$ cat src/rtl/dvs_ravens_pkg.sv
// rtl/dvs_ravens_pkg.sv - shared constants and event types for the DVS to RAVENS path
package dvs_ravens_pkg;

   localparam int CLK_PERIOD_NS    = 10;
   // Kept for older users; it truncates to 0 and must not drive tick generation.
   localparam int CLK_PERIOD_US    = CLK_PERIOD_NS / 1000;
   localparam int CYCLES_PER_US    = 1000 / CLK_PERIOD_NS;

   localparam int DVS_X_ADDR_BITS  = 9;
   localparam int DVS_Y_ADDR_BITS  = 9;
   localparam int TIMESTAMP_BITS   = 48;
   localparam int DVS_SENSOR_WIDTH = 346;
   localparam int DVS_SENSOR_HEIGHT = 260;

   typedef struct packed {
      logic [DVS_X_ADDR_BITS-1:0] x;
      logic [DVS_Y_ADDR_BITS-1:0] y;
      logic                       pol;
   } dvs_event_t;

   typedef struct packed {
      dvs_event_t                evt;
      logic [TIMESTAMP_BITS-1:0] ts;
   } ts_event_t;

   function automatic logic in_sensor(input logic [DVS_X_ADDR_BITS-1:0] x,
                                      input logic [DVS_Y_ADDR_BITS-1:0] y);
      return (32'(x) < DVS_SENSOR_WIDTH) && (32'(y) < DVS_SENSOR_HEIGHT);
   endfunction

endpackage

$ cat src/rtl/dvs_event_fifo.sv
// rtl/dvs_event_fifo.sv - synchronous FIFO of timestamped events, head read from registers
module dvs_event_fifo
   import dvs_ravens_pkg::*;
#(
   parameter int DEPTH = 8
) (
   input  logic      clk,
   input  logic      rst_n,
   input  logic      push,
   input  ts_event_t wdata,
   output logic      full,
   input  logic      pop,
   output logic      empty,
   output ts_event_t rdata
);

   localparam int AW = $clog2(DEPTH);
   localparam logic [AW:0] PTR_ONE = (AW+1)'(1);

   logic [AW:0] wptr_q, wptr_d;
   logic [AW:0] rptr_q, rptr_d;
   ts_event_t   mem_q [DEPTH];

   // Extra MSB on each pointer distinguishes full from empty when the indices match.
   assign empty = (wptr_q == rptr_q);
   assign full  = (wptr_q[AW] != rptr_q[AW]) && (wptr_q[AW-1:0] == rptr_q[AW-1:0]);
   assign rdata = mem_q[rptr_q[AW-1:0]];

   always_comb begin
      wptr_d = wptr_q;
      rptr_d = rptr_q;
      if (push) wptr_d = wptr_q + PTR_ONE;
      if (pop)  rptr_d = rptr_q + PTR_ONE;
   end

   always_ff @(posedge clk or negedge rst_n) begin
      if (!rst_n) begin
         wptr_q <= '0;
         rptr_q <= '0;
         for (int i = 0; i < DEPTH; i++) mem_q[i] <= '0;
      end else begin
         wptr_q <= wptr_d;
         rptr_q <= rptr_d;
         if (push) mem_q[wptr_q[AW-1:0]] <= wdata;
      end
   end

endmodule

$ cat src/rtl/dvs_event_timestamper.sv
// rtl/dvs_event_timestamper.sv - range-checks DVS events, stamps them in microseconds and buffers them
module dvs_event_timestamper
   import dvs_ravens_pkg::*;
#(
   parameter int FIFO_DEPTH    = 8,
   parameter int CYCLES_PER_US = dvs_ravens_pkg::CYCLES_PER_US
) (
   input  logic                       clk,
   input  logic                       rst_n,
   input  logic                       ts_clear,
   input  logic                       in_valid,
   input  logic [DVS_X_ADDR_BITS-1:0] in_x,
   input  logic [DVS_Y_ADDR_BITS-1:0] in_y,
   input  logic                       in_pol,
   output logic                       out_valid,
   input  logic                       out_ready,
   output logic [DVS_X_ADDR_BITS-1:0] out_x,
   output logic [DVS_Y_ADDR_BITS-1:0] out_y,
   output logic                       out_pol,
   output logic [TIMESTAMP_BITS-1:0]  out_ts,
   output logic [15:0]                drop_count,
   output logic [15:0]                range_err_count,
   output logic                       ts_wrap
);

   localparam int PW = (CYCLES_PER_US > 1) ? $clog2(CYCLES_PER_US) : 1;
   localparam logic [PW-1:0]             PRE_LAST = PW'(CYCLES_PER_US - 1);
   localparam logic [PW-1:0]             PRE_ONE  = PW'(1);
   localparam logic [TIMESTAMP_BITS-1:0] TS_ONE   = TIMESTAMP_BITS'(1);
   localparam logic [15:0]               CNT_ONE  = 16'd1;

   logic [PW-1:0]             pre_q, pre_d;
   logic [TIMESTAMP_BITS-1:0] ts_q, ts_d;
   logic                      wrap_q, wrap_d;
   logic [15:0]               drop_q, drop_d;
   logic [15:0]               rerr_q, rerr_d;

   logic      fifo_full, fifo_empty, fifo_push, fifo_pop;
   logic      in_range;
   ts_event_t wr_evt, head;

   always_comb begin
      pre_d  = pre_q;
      ts_d   = ts_q;
      wrap_d = 1'b0;
      if (ts_clear) begin
         pre_d = '0;
         ts_d  = '0;
      end else if (pre_q == PRE_LAST) begin
         pre_d  = '0;
         ts_d   = ts_q + TS_ONE;
         wrap_d = &ts_q;
      end else begin
         pre_d = pre_q + PRE_ONE;
      end
   end

   // A push into a full FIFO is still accepted when the head leaves in the same cycle.
   assign in_range  = in_sensor(in_x, in_y);
   assign fifo_pop  = !fifo_empty && out_ready;
   assign fifo_push = in_valid && in_range && (!fifo_full || fifo_pop);

   always_comb begin
      drop_d = drop_q;
      rerr_d = rerr_q;
      if (in_valid && !in_range && (rerr_q != 16'hFFFF))
         rerr_d = rerr_q + CNT_ONE;
      if (in_valid && in_range && fifo_full && !fifo_pop && (drop_q != 16'hFFFF))
         drop_d = drop_q + CNT_ONE;
   end

   always_ff @(posedge clk or negedge rst_n) begin
      if (!rst_n) begin
         pre_q  <= '0;
         ts_q   <= '0;
         wrap_q <= 1'b0;
         drop_q <= '0;
         rerr_q <= '0;
      end else begin
         pre_q  <= pre_d;
         ts_q   <= ts_d;
         wrap_q <= wrap_d;
         drop_q <= drop_d;
         rerr_q <= rerr_d;
      end
   end

   assign wr_evt.evt.x   = in_x;
   assign wr_evt.evt.y   = in_y;
   assign wr_evt.evt.pol = in_pol;
   assign wr_evt.ts      = ts_q;

   dvs_event_fifo #(
      .DEPTH (FIFO_DEPTH)
   ) u_fifo (
      .clk   (clk),
      .rst_n (rst_n),
      .push  (fifo_push),
      .wdata (wr_evt),
      .full  (fifo_full),
      .pop   (fifo_pop),
      .empty (fifo_empty),
      .rdata (head)
   );

   assign out_valid       = !fifo_empty;
   assign out_x           = head.evt.x;
   assign out_y           = head.evt.y;
   assign out_pol         = head.evt.pol;
   assign out_ts          = head.ts;
   assign drop_count      = drop_q;
   assign range_err_count = rerr_q;
   assign ts_wrap         = wrap_q;

endmodule

$ cat config.mk
export PLATFORM = sky130hd
export DESIGN_NAME = dvs_event_timestamper
export DESIGN_NICKNAME = d
export VERILOG_FILES = /design/src/rtl/dvs_ravens_pkg.sv /design/src/rtl/dvs_event_fifo.sv /design/src/rtl/dvs_event_timestamper.sv
export SDC_FILE = /design/constraint.sdc
export NUM_CORES = 1
export LEC_CHECK = 0
export CAP_MARGIN = 0
export CORE_MARGIN = 2
export CORE_UTILIZATION = 30
export CTS_CLUSTER_SIZE = 28
export DETAILED_ROUTE_END_ITERATION = 8
export PLACE_DENSITY = 0.56
export SYNTH_ARGS = -nofsm -noshare
export SYNTH_HDL_FRONTEND = slang
export SYNTH_SLANG_ARGS = --single-unit
export TNS_END_PERCENT = 30
$ cat constraint.sdc
create_clock -name clk -period 3.7 [get_ports clk]
set_input_delay 0.37 -clock clk [delete_from_list [all_inputs] [get_ports clk]]
set_output_delay 0.37 -clock clk [all_outputs]
set_load 0.05 [all_outputs]
### The metal 2 layer, run 1

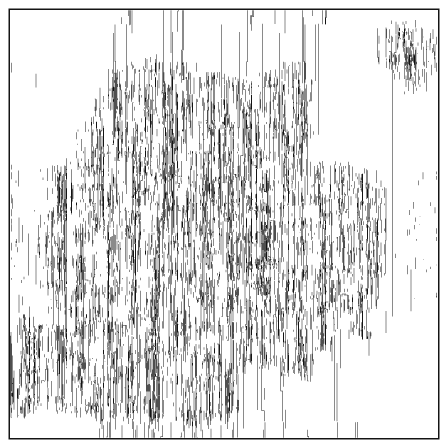
1947 nets have wire on it. The layer carries 35.7 mm of wire. The wires run mostly vertical.
final WL: 70900 um
total number of vias: 16800

### Placed cells, one colour a class, run 1

Scale bar: 100 um. Fill, decap, tap and diode cells in grey.
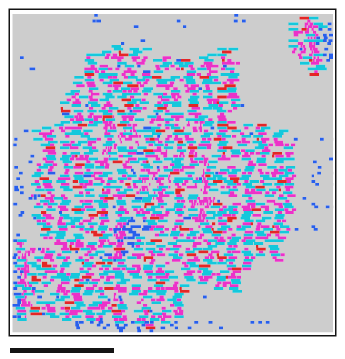
Key: clock drivers and dummy loads = red [cells 130]; remaining buffers and delay cells = blue [cells 185]; remaining logic cells = magenta [cells 1141]; registers = cyan [cells 632]
flop share of the area: 46.3%
area of the core: 95200 um^2
fraction of the core area covered by cells at the end of the flow: 35.9%
final design area excluding fillers: 34200 um^2

### Clock nets, run 1

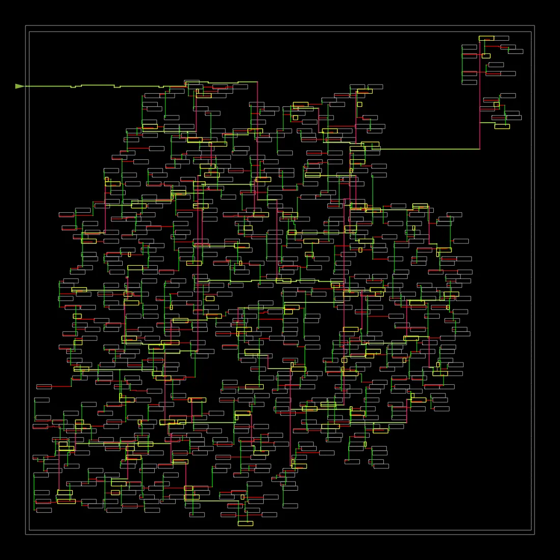
number of clock buffers in the layout: 108
power of the clock network: 0.00725 W
total CTS buffers: 73
count of clock tree sinks: 632

==> results.json, run 1 <==
{
  "pre_repair_dr_iteration_count": 5,
  "seq_cell_count": 632,
  "floorplan.initialDensity_pct": 30.3,
  "comb-cell-share_pct": 36.0,
  "synthesis.instances": 1941,
  "area_share_nonclk_buffers_pct": 5.74,
  "powerSeq_w": 0.00851,
  "post-place-cells": 3222,
  "drt-vias-per-instance": 5.02,
  "drt_iter0_markers": 952,
  "cts.hold.buffers_added": 1,
  "path_depth": 5,
  "global_route.usage.met2_pct": 24.8,
  "drv_slew": 0,
  "relSlewSlack_pct": 38.8,
  "layout-drive-gt1-share_pct": 44.5,
  "worstSetupEndpointType": "output port",
  "synth.ff_latch_count": 632,
  "cts_htree_levels": 3,
  "top_cells_by_instance_count_after_synthesis": "632 x sky130_fd_sc_hd__dfrtp_1, 609 x sky130_fd_sc_hd__mux2_2, 134 x sky130_fd_sc_hd__mux4_2",
  "irDropWorstVdd_v": 0.000554,
  "run_status": "completed",
  "synth_nets": 1971,
  "number_of_routed_nets_with_antenna_violations": 0,
  "dominant-cell-class": "sequential cells",
  "wl_met3_um": 2470,
  "flop_cell": "sky130_fd_sc_hd__dfrtp_1",
  "combGateArea_um2": 12300,
  "route.top_layer_used": "met4",
  "power.share.switching_pct": 31.6,
  "cpPeakStageDelay_ns": 0.71,
  "ff_latch_area_um2": 15800,
  "antenna_violations_before_repair": 0,
  "floorplan.tapcells": 1265,
  "timing.final.crit_period_ns": 3.55,
  "mostFrequentLayoutCells": "629 x sky130_fd_sc_hd__dfrtp_1, 609 x sky130_fd_sc_hd__mux2_2, 134 x sky130_fd_sc_hd__mux4_2"
}
### Sizing map, run 1

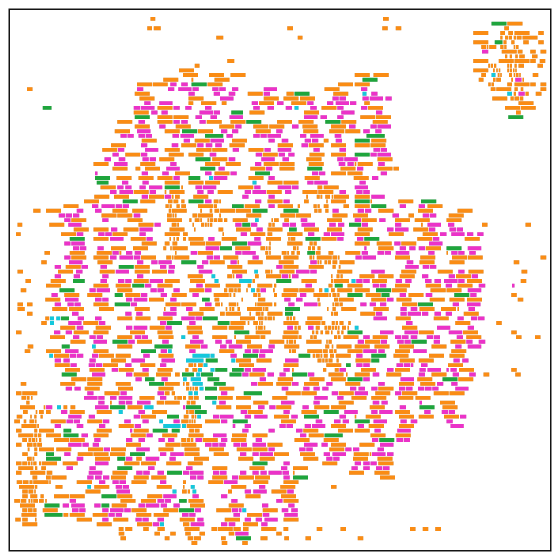

==> inputs of run 2 (changes only) <==
--- a/config.mk
+++ b/config.mk
@@ -11,6 +11,7 @@
 export CTS_CLUSTER_SIZE = 28
 export DETAILED_ROUTE_END_ITERATION = 8
 export PLACE_DENSITY = 0.56
+export SETUP_SLACK_MARGIN = 0.4
 export SYNTH_ARGS = -nofsm -noshare
 export SYNTH_HDL_FRONTEND = slang
 export SYNTH_SLANG_ARGS = --single-unit
### Sizing map, run 2

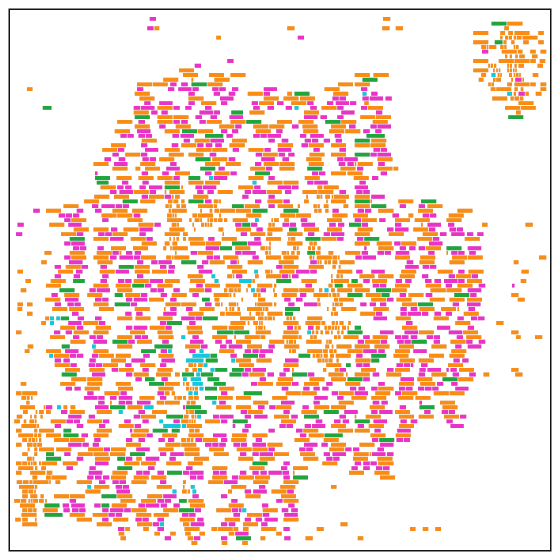
Key: x3 and x4 = cyan [cells 49]; x2 = magenta [cells 776]; x1 and smaller = orange [cells 1140]; x6 and larger = green [cells 125]
final design area excluding fillers: 34300 um^2
crit path setup slack, layout: 0.310 ns
non-clock buffer total of the final layout: 187
growth of design area from synthesis to finish: 18.9%

==> results.json, run 2 <==
{
  "irDropWorstVdd_v": 0.000555,
  "worstSetupEndpointType": "output port",
  "cts_inserted_buffers": 73,
  "comb-cell-share_pct": 35.9,
  "cts_htree_levels": 3,
  "mostFrequentLayoutCells": "629 x sky130_fd_sc_hd__dfrtp_1, 609 x sky130_fd_sc_hd__mux2_2, 134 x sky130_fd_sc_hd__mux4_2",
  "layout-drive-gt1-share_pct": 45.5,
  "wl_met3_um": 2670,
  "antenna_violations_before_repair": 1,
  "seq_cell_count": 632,
  "power.share.switching_pct": 31.6,
  "pre_repair_dr_iteration_count": 5,
  "drt_iter0_markers": 918,
  "clockNetworkPower_w": 0.00725,
  "synthesis.instances": 1941,
  "dominant-cell-class": "sequential cells",
  "relSlewSlack_pct": 42.4,
  "layout.clock_buffers": 108,
  "global_route.usage.met2_pct": 24.8,
  "run_status": "completed",
  "drt-vias-per-instance": 5.02,
  "timing.final.crit_period_ns": 3.39,
  "powerSeq_w": 0.00851,
  "total_number_of_vias": 16900,
  "core-area_um2": 95200,
  "path_depth": 4,
  "routed_wl_um": 71000,
  "floorplan.tapcells": 1265,
  "flop_cell": "sky130_fd_sc_hd__dfrtp_1",
  "floorplan.initialDensity_pct": 30.3,
  "area_share_nonclk_buffers_pct": 5.96,
  "drv_slew": 0
}
### Placed cells, one colour a class, run 2

Scale bar: 100 um. Fill, decap, tap and diode cells in grey.
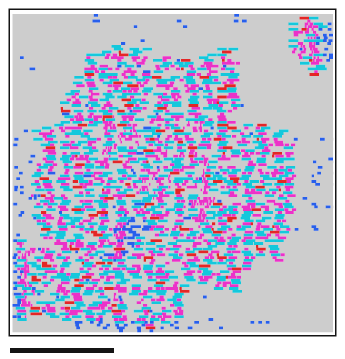
Key: remaining logic cells = magenta [cells 1141]; clock drivers and dummy loads = red [cells 130]; registers = cyan [cells 632]; remaining buffers and delay cells = blue [cells 187]
flop share of the area: 46.2%
fraction of the core area covered by cells at the end of the flow: 36.0%

### Clock nets, run 2

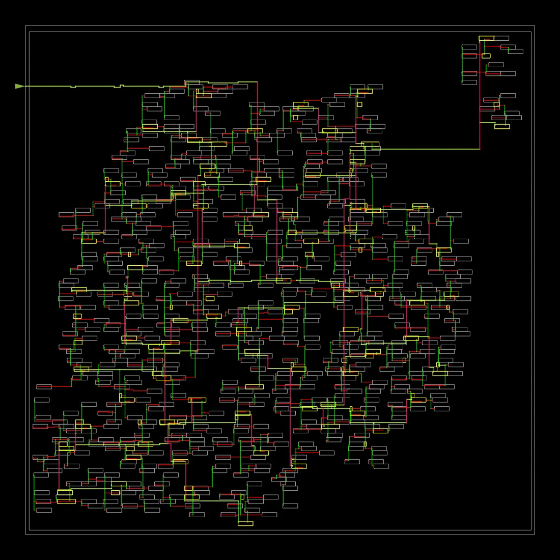

==> inputs of run 3 (changes only) <==
--- a/config.mk
+++ b/config.mk
@@ -8,6 +8,7 @@
 export CAP_MARGIN = 0
 export CORE_MARGIN = 2
 export CORE_UTILIZATION = 30
+export CTS_CLUSTER_DIAMETER = 100
 export CTS_CLUSTER_SIZE = 28
 export DETAILED_ROUTE_END_ITERATION = 8
 export PLACE_DENSITY = 0.56
### Clock nets, run 3

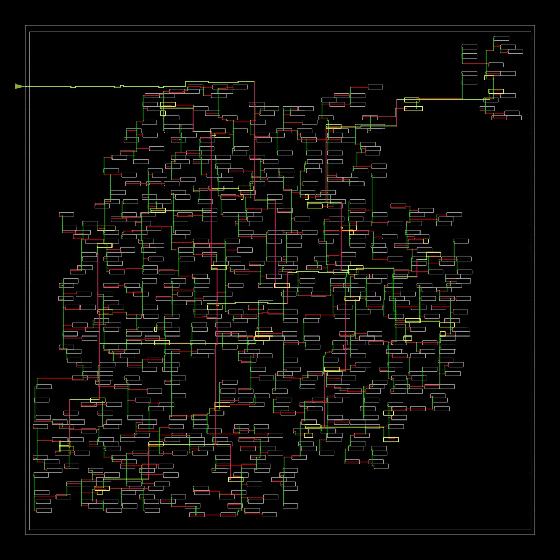
power of the clock network: 0.00412 W
number of clock buffers in the layout: 34

### Sizing map, run 3

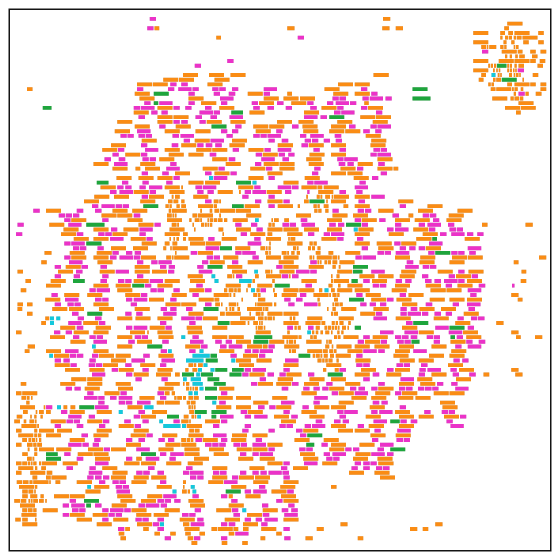
Key: x3 and x4 = cyan [cells 47]; x1 and smaller = orange [cells 1125]; x6 and larger = green [cells 68]; x2 = magenta [cells 768]
growth of design area from synthesis to finish: 13.8%
final design area excluding fillers: 32800 um^2
crit path setup slack, layout: 0.271 ns

==> results.json, run 3 <==
{
  "run_status": "completed",
  "core-area_um2": 95200,
  "floorplan.tapcells": 1265,
  "power.share.switching_pct": 33.7,
  "relSlewSlack_pct": 41.3,
  "dp_slack_ns": 0.439,
  "dominant-cell-class": "sequential cells",
  "combGateArea_um2": 12300,
  "synthMuxAreaShare_pct": 34.3,
  "route.top_layer_used": "met5",
  "worstSetupEndpointType": "output port",
  "post_cts_buffers": 2,
  "drt_iter0_markers": 974,
  "cts_inserted_buffers": 30,
  "antenna_violations_before_repair": 1,
  "irDropWorstVdd_v": 0.000463,
  "floorplan.initialDensity_pct": 30.3,
  "ff_latch_area_um2": 15800,
  "synthesis.instances": 1941,
  "drt-vias-per-instance": 5.03,
  "cts.hold.buffers_added": 1,
  "drv_slew": 0,
  "powerSeq_w": 0.00849,
  "non_clock_buffer_total_of_the_final_layout": 187,
  "clock_sinks": 632,
  "seq_cell_count": 632,
  "total_number_of_vias": 16500,
  "cpPeakStageDelay_ns": 0.72,
  "top_cells_by_instance_count_after_synthesis": "632 x sky130_fd_sc_hd__dfrtp_1, 609 x sky130_fd_sc_hd__mux2_2, 134 x sky130_fd_sc_hd__mux4_2",
  "path_depth": 4,
  "post-place-cells": 3222,
  "wl_met3_um": 1860,
  "pre_repair_dr_iteration_count": 5,
  "synth.ff_latch_count": 632,
  "antenna-diode-count": 2,
  "comb-cell-share_pct": 37.5,
  "cts_htree_levels": 1,
  "mostFrequentLayoutCells": "629 x sky130_fd_sc_hd__dfrtp_1, 609 x sky130_fd_sc_hd__mux2_2, 134 x sky130_fd_sc_hd__mux4_2",
  "global_route.usage.met2_pct": 24.7,
  "synth_nets": 1971,
  "flop_cell": "sky130_fd_sc_hd__dfrtp_1"
}
Power and IR drop assume default switching activity.
